==> images/met1.png <==
Bar = 20 um. Supply wires on this layer in gray.
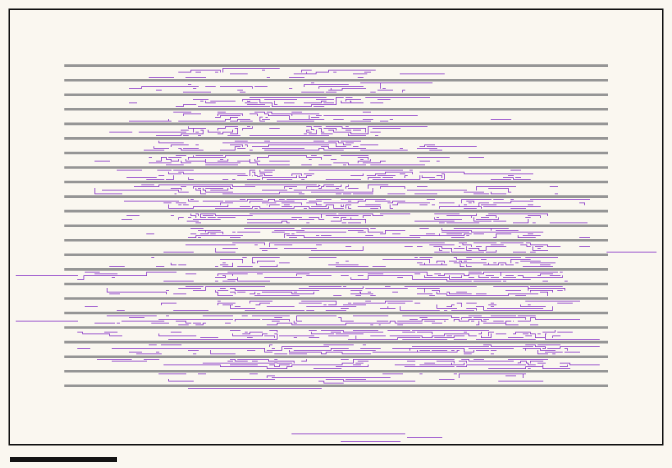
==> images/met2.png <==
Cells faint in the background.
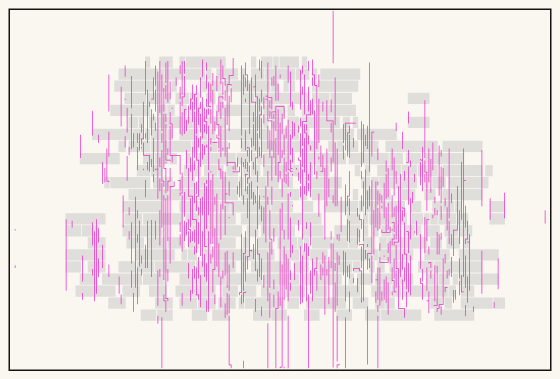
`config.mk`:
```
export PLATFORM = sky130hd
export DESIGN_NAME = morse_blinker
export DESIGN_NICKNAME = d
export VERILOG_FILES = /design/src/rtl/morse_pkg.sv /design/src/rtl/morse_unit_timer.sv /design/src/rtl/morse_blinker.sv
export SDC_FILE = /design/constraint.sdc
export NUM_CORES = 1
export LEC_CHECK = 0
export CAP_MARGIN = 10
export CORE_ASPECT_RATIO = 0.6
export CORE_MARGIN = 10
export CORE_UTILIZATION = 55
export DETAILED_ROUTE_END_ITERATION = 16
export GPL_TIMING_DRIVEN = 0
export PLACE_DENSITY = 0.85
export SLEW_MARGIN = 20
export SYNTH_ARGS = -nofsm -noshare
export SYNTH_HDL_FRONTEND = slang
export SYNTH_HIERARCHICAL = 1
export SYNTH_SLANG_ARGS = --single-unit
```
`constraint.sdc`:
```
create_clock -name clk -period 4.9 [get_ports clk]
set_input_delay 1.225 -clock clk [delete_from_list [all_inputs] [get_ports clk]]
set_output_delay 1.225 -clock clk [all_outputs]
set_load 0.01 [all_outputs]
```
`src/rtl/morse_pkg.sv`:
```
// Shared definitions for the Morse blinker: FSM states and symbol timing in units.
package morse_pkg;

  typedef enum logic [1:0] {
    IDLE  = 2'd0,
    MARK  = 2'd1,
    SPACE = 2'd2,
    GAP   = 2'd3
  } state_t;

  localparam logic [2:0] DOT_U      = 3'd1;
  localparam logic [2:0] DASH_U     = 3'd3;
  localparam logic [2:0] SYM_GAP_U  = 3'd1;
  localparam logic [2:0] WORD_GAP_U = 3'd7;

  // Mark length in units for one symbol bit (0 = dot, 1 = dash).
  function automatic logic [2:0] mark_units(input logic is_dash);
    return is_dash ? DASH_U : DOT_U;
  endfunction

endpackage

```
`src/rtl/morse_unit_timer.sv`:
```
// Unit prescaler: one-cycle tick every UNIT_CYCLES clocks while enabled.
// restart realigns the count so a new state always gets a full first unit.
module morse_unit_timer #(
  parameter int UNIT_CYCLES = 12500000,
  parameter int CNT_WIDTH   = 26
) (
  input  logic clk,
  input  logic rst_n,
  input  logic enable,
  input  logic restart,
  output logic tick
);

  localparam logic [CNT_WIDTH-1:0] RELOAD = CNT_WIDTH'(UNIT_CYCLES - 1);

  logic [CNT_WIDTH-1:0] cnt;

  // Count down from RELOAD; wrap on zero, reload on restart or when disabled.
  always_ff @(posedge clk or negedge rst_n) begin
    if (!rst_n) begin
      cnt <= '0;
    end else if (restart || !enable) begin
      cnt <= RELOAD;
    end else if (cnt == '0) begin
      cnt <= RELOAD;
    end else begin
      cnt <= cnt - CNT_WIDTH'(1);
    end
  end

  assign tick = enable && (cnt == '0);

endmodule

```
`src/rtl/morse_blinker.sv`:
```
// Hardware Morse sequencer: blinks a loaded dot/dash pattern in a loop with
// standard unit timing, with shadowed reloads applied only at word boundaries.
module morse_blinker
  import morse_pkg::*;
#(
  parameter int UNIT_CYCLES = 12500000,
  parameter int MAX_SYMS    = 8,
  parameter int LEN_WIDTH   = 4,
  parameter int CNT_WIDTH   = 26
) (
  input  logic                 clk,
  input  logic                 rst_n,
  input  logic                 load,
  input  logic [MAX_SYMS-1:0]  pattern,
  input  logic [LEN_WIDTH-1:0] length,
  input  logic                 stop,
  output logic                 morse_led,
  output logic                 busy,
  output logic                 word_done
);

  localparam int IDX_W = (MAX_SYMS > 1) ? $clog2(MAX_SYMS) : 1;
  localparam logic [LEN_WIDTH-1:0] MAX_LEN = LEN_WIDTH'(MAX_SYMS);
  localparam logic [LEN_WIDTH-1:0] ONE     = LEN_WIDTH'(1);

  state_t               state, state_next;
  logic [MAX_SYMS-1:0]  act_pattern, act_pattern_next;
  logic [MAX_SYMS-1:0]  shadow_pattern, shadow_pattern_next;
  logic [LEN_WIDTH-1:0] act_len, act_len_next;
  logic [LEN_WIDTH-1:0] shadow_len, shadow_len_next;
  logic [LEN_WIDTH-1:0] idx, idx_next;
  logic [LEN_WIDTH-1:0] len_clamped;
  logic                 pending, pending_next;
  logic [2:0]           unit_cnt, unit_target;
  logic                 tick, expire, restart, cur_dash;

  assign len_clamped = (length > MAX_LEN) ? MAX_LEN : length;
  assign cur_dash    = act_pattern[idx[IDX_W-1:0]];
  assign restart     = (state == IDLE) || (state_next != state);
  assign expire      = tick && (unit_cnt == unit_target - 3'd1);

  morse_unit_timer #(
    .UNIT_CYCLES (UNIT_CYCLES),
    .CNT_WIDTH   (CNT_WIDTH)
  ) u_timer (
    .clk     (clk),
    .rst_n   (rst_n),
    .enable  (state != IDLE),
    .restart (restart),
    .tick    (tick)
  );

  // Number of unit ticks the current state lasts.
  always_comb begin
    unit_target = DOT_U;
    unique case (state)
      MARK:    unit_target = mark_units(cur_dash);
      SPACE:   unit_target = SYM_GAP_U;
      GAP:     unit_target = WORD_GAP_U;
      default: unit_target = DOT_U;
    endcase
  end

  // Count unit ticks within a state; cleared on every state change.
  always_ff @(posedge clk or negedge rst_n) begin
    if (!rst_n) begin
      unit_cnt <= '0;
    end else if (restart) begin
      unit_cnt <= '0;
    end else if (tick) begin
      unit_cnt <= unit_cnt + 3'd1;
    end
  end

  // Next-state and datapath decisions; stop overrides everything, and a load
  // arriving exactly at the word boundary is treated as already pending.
  always_comb begin
    state_next          = state;
    act_pattern_next    = act_pattern;
    act_len_next        = act_len;
    shadow_pattern_next = shadow_pattern;
    shadow_len_next     = shadow_len;
    pending_next        = pending;
    idx_next            = idx;
    word_done           = 1'b0;

    if (stop) begin
      state_next   = IDLE;
      pending_next = 1'b0;
    end else begin
      if (state != IDLE && load) begin
        shadow_pattern_next = pattern;
        shadow_len_next     = len_clamped;
        pending_next        = 1'b1;
      end
      unique case (state)
        IDLE: begin
          if (load && length != '0) begin
            act_pattern_next = pattern;
            act_len_next     = len_clamped;
            idx_next         = '0;
            state_next       = MARK;
          end
        end
        MARK: begin
          if (expire) begin
            state_next = ((idx + ONE) < act_len) ? SPACE : GAP;
          end
        end
        SPACE: begin
          if (expire) begin
            idx_next   = idx + ONE;
            state_next = MARK;
          end
        end
        GAP: begin
          if (expire) begin
            word_done    = 1'b1;
            idx_next     = '0;
            pending_next = 1'b0;
            state_next   = MARK;
            if (load) begin
              if (len_clamped == '0) begin
                state_next = IDLE;
              end else begin
                act_pattern_next = pattern;
                act_len_next     = len_clamped;
              end
            end else if (pending) begin
              if (shadow_len == '0) begin
                state_next = IDLE;
              end else begin
                act_pattern_next = shadow_pattern;
                act_len_next     = shadow_len;
              end
            end
          end
        end
        default: state_next = IDLE;
      endcase
    end
  end

  // State, pattern registers and registered LED/busy outputs.
  always_ff @(posedge clk or negedge rst_n) begin
    if (!rst_n) begin
      state          <= IDLE;
      act_pattern    <= '0;
      act_len        <= '0;
      shadow_pattern <= '0;
      shadow_len     <= '0;
      pending        <= 1'b0;
      idx            <= '0;
      morse_led      <= 1'b0;
      busy           <= 1'b0;
    end else begin
      state          <= state_next;
      act_pattern    <= act_pattern_next;
      act_len        <= act_len_next;
      shadow_pattern <= shadow_pattern_next;
      shadow_len     <= shadow_len_next;
      pending        <= pending_next;
      idx            <= idx_next;
      morse_led      <= (state_next == MARK);
      busy           <= (state_next != IDLE);
    end
  end

endmodule

```
==> results.cfg <==
; physical design summary
[detailed_routing]
drtPass1Iterations = 5
drt_iter0_drc = 370
post_drt_wl_per_cell_um = 17.8
antenna_left = 0

[sta]
fin_ws_ns = 0.103
relSlewSlack_pct = 45.8
final-hold-violation-count = 0
slew_violations = 0
max_freq_mhz = 208
timing.hold.ws_ns = 0.503
worst_slew_pin_slew_ns = 0.810
period_used_pct = 97.9
skew_ns = 0.00641

[setup_path]
worstSetupPathType = reg -> out
rr_endpoint = u_timer/cnt[19]$_DFF_PN0_
timing.rr.start = u_timer/cnt[22]$_DFF_PN0_
startpoint_type = flop
cp.arrival_ns = 3.57
r2r_setup_slack_ns = 0.69

[global_route]
track_usage_pct = 17.2
grt_max_degree = 40
overflow = 0
grt_antenna_before_repair = 0
first_global_vias = 2570

[hold_path]
hp-start = u_timer/cnt[0]$_DFF_PN0_
hold_depth = 1

[placed_design]
place_ws_ns = -0.219
hpwl_mm = 5.80
gp_congestion = 0.893

[power_and_ir_drop]
finalPower_mw = 1.14

[die]
fp_util_pct = 56.3
dieArea_mm2 = 0.00989
die_x_um = 122
chipHeight_um = 81.1

[logic_synthesis]
synth_cell_types = 61
seq_area_frac_synth_pct = 45.3
syn_nets = 344
synthTopLogicFamily = simple AND/OR/NAND/NOR gates
yosysChipArea_mm2 = 0.00342
ys_sh_aoi_pct = 13.6
yosysTopAreaCell = dfrtp_1
avgSynthCellArea_um2 = 10.6

[status]
status = completed

[finish]
layout_top_cells = 62 x dfrtp_1, 30 x mux2_2, 26 x nand2_1
lay_top_count = dfrtp_1
fin_cells = 446

[clocking]
path_clk_slew_ns = 0.07
Back to the opening pictures, met1.png:
share of all routed wire	48%
nets with wire on the layer	359
longest straight run	37.3 um
met1 Use GR: 24.0%
Routed WL: 7.93 mm
via count: 2767

Back to the opening pictures, met2.png:
wire length on this layer	3570 um
longest straight run	28.9 um
main direction	vertical
nets with wire on the layer	336
met2 Use GR: 25.3%

layer usage:
| metal | vias up | global-route usage, % | wire [um] |
|---|---|---|---|
| li1 | 1279 | - | - |
| met1 | 1385 | 24.0 | 3780 |
| met2 | 98 | 25.3 | 3570 |
| met3 | 5 | 5.47 | 519 |
| met4 | 0 | 4.27 | 60 |
| met5 | - | 0 | 0 |
power breakdown:
part | switching, mW | leakage (nW) | total (mW) | internal, mW
registers | 0.0287 | 0.735 | 0.585 | 0.557
logic | 0.0602 | 0.709 | 0.129 | 0.0692
clock network | 0.197 | 0.0954 | 0.421 | 0.223
cell type report:
type / count / area [um2] / share of cell area, %
plain buffers: 12 / 63.8 / 1.60
clock buffers: 13 / 169 / 4.24
clock inverters: 3 / 17.5 / 0.440
inverters: 10 / 37.5 / 0.943
multi-input cells: 238 / 1800 / 45.3
flip-flops and latches: 62 / 1550 / 39.0
well taps: 84 / 105 / 2.64
repair buffers: 24 / 233 / 5.85
cell usage after synthesis (2+ instances only):
library cell	number
or3_4	2
a21boi_0	2
dfrtp_1	62
o211ai_1	2
nand3_1	12
ha_1	6
buf_2	3
nand2_1	26
o31a_1	2
nand2b_1	5
xnor2_1	6
nor4_1	8
o21ai_0	13
or4_2	2
mux2_2	30
inv_1	10
or4_1	7
clkbuf_1	6
nor2b_1	5
nor3_1	5
nor4_2	2
o31ai_1	12
nor3b_1	2
nor2_1	21
buf_4	2
or3_1	4
a41o_1	2
a21oi_1	7
mux2i_1	7
nand4_1	6
xor2_1	11
a211oi_1	2
a2111oi_1	2
critical path, cell delays in order (launching register included):
cell and delay, ns:
dfrtp_1 0.40, or3_1 0.44, or4_4 0.49, nor4_4 0.38, and2b_2 0.25, o21ai_0 0.16
a21o_1 0.23, and2_1 0.15, nor3_1 0.15, clkdlybuf4s50_1 0.58
cells by family (layout without fill, tap and decap cells):
family / after synthesis / in the layout
and+or+nand+nor: 118 / 118
DFF: 62 / 62
AOI/OAI and AO/OA: 60 / 60
muxes: 37 / 37
buffers and inverters: 22 / 62
xor gates and xnor gates: 17 / 17
adders and majority gates: 6 / 6
what timing repair did:
item,in CTS,in global routing
pin swaps,1,1
endpoints found under the setup margin,1,1
hold buffers,0,0
buffers inserted,2,4
gates resized,3,3
sequential cells by signal, summed over array words and instances, names as in the netlist:
name            cells
u_timer/cnt        26
state               2
pending             1
unit_cnt            3
morse_led           1
busy                1
act_pattern         8
shadow_pattern      8
act_len             4
idx                 4
shadow_len          4
worst max path at each step:
stage                               from         to  slack (ns)  cells past startpoint
3_5_place_dp    u_timer/cnt[0]$_DFF_PN0_  word_done       -0.22                     11
5_1_grt        u_timer/cnt[22]$_DFF_PN0_  word_done       -0.03                      9
4_1_cts        u_timer/cnt[22]$_DFF_PN0_  word_done        0.02                      9
3_3_place_gp    u_timer/cnt[0]$_DFF_PN0_  word_done       -0.15                     11
2_1_floorplan   u_timer/cnt[0]$_DFF_PN0_  word_done        0.83                     10
6_report       u_timer/cnt[22]$_DFF_PN0_  word_done        0.10                      9
Power is estimated from default activity; no workload was simulated.
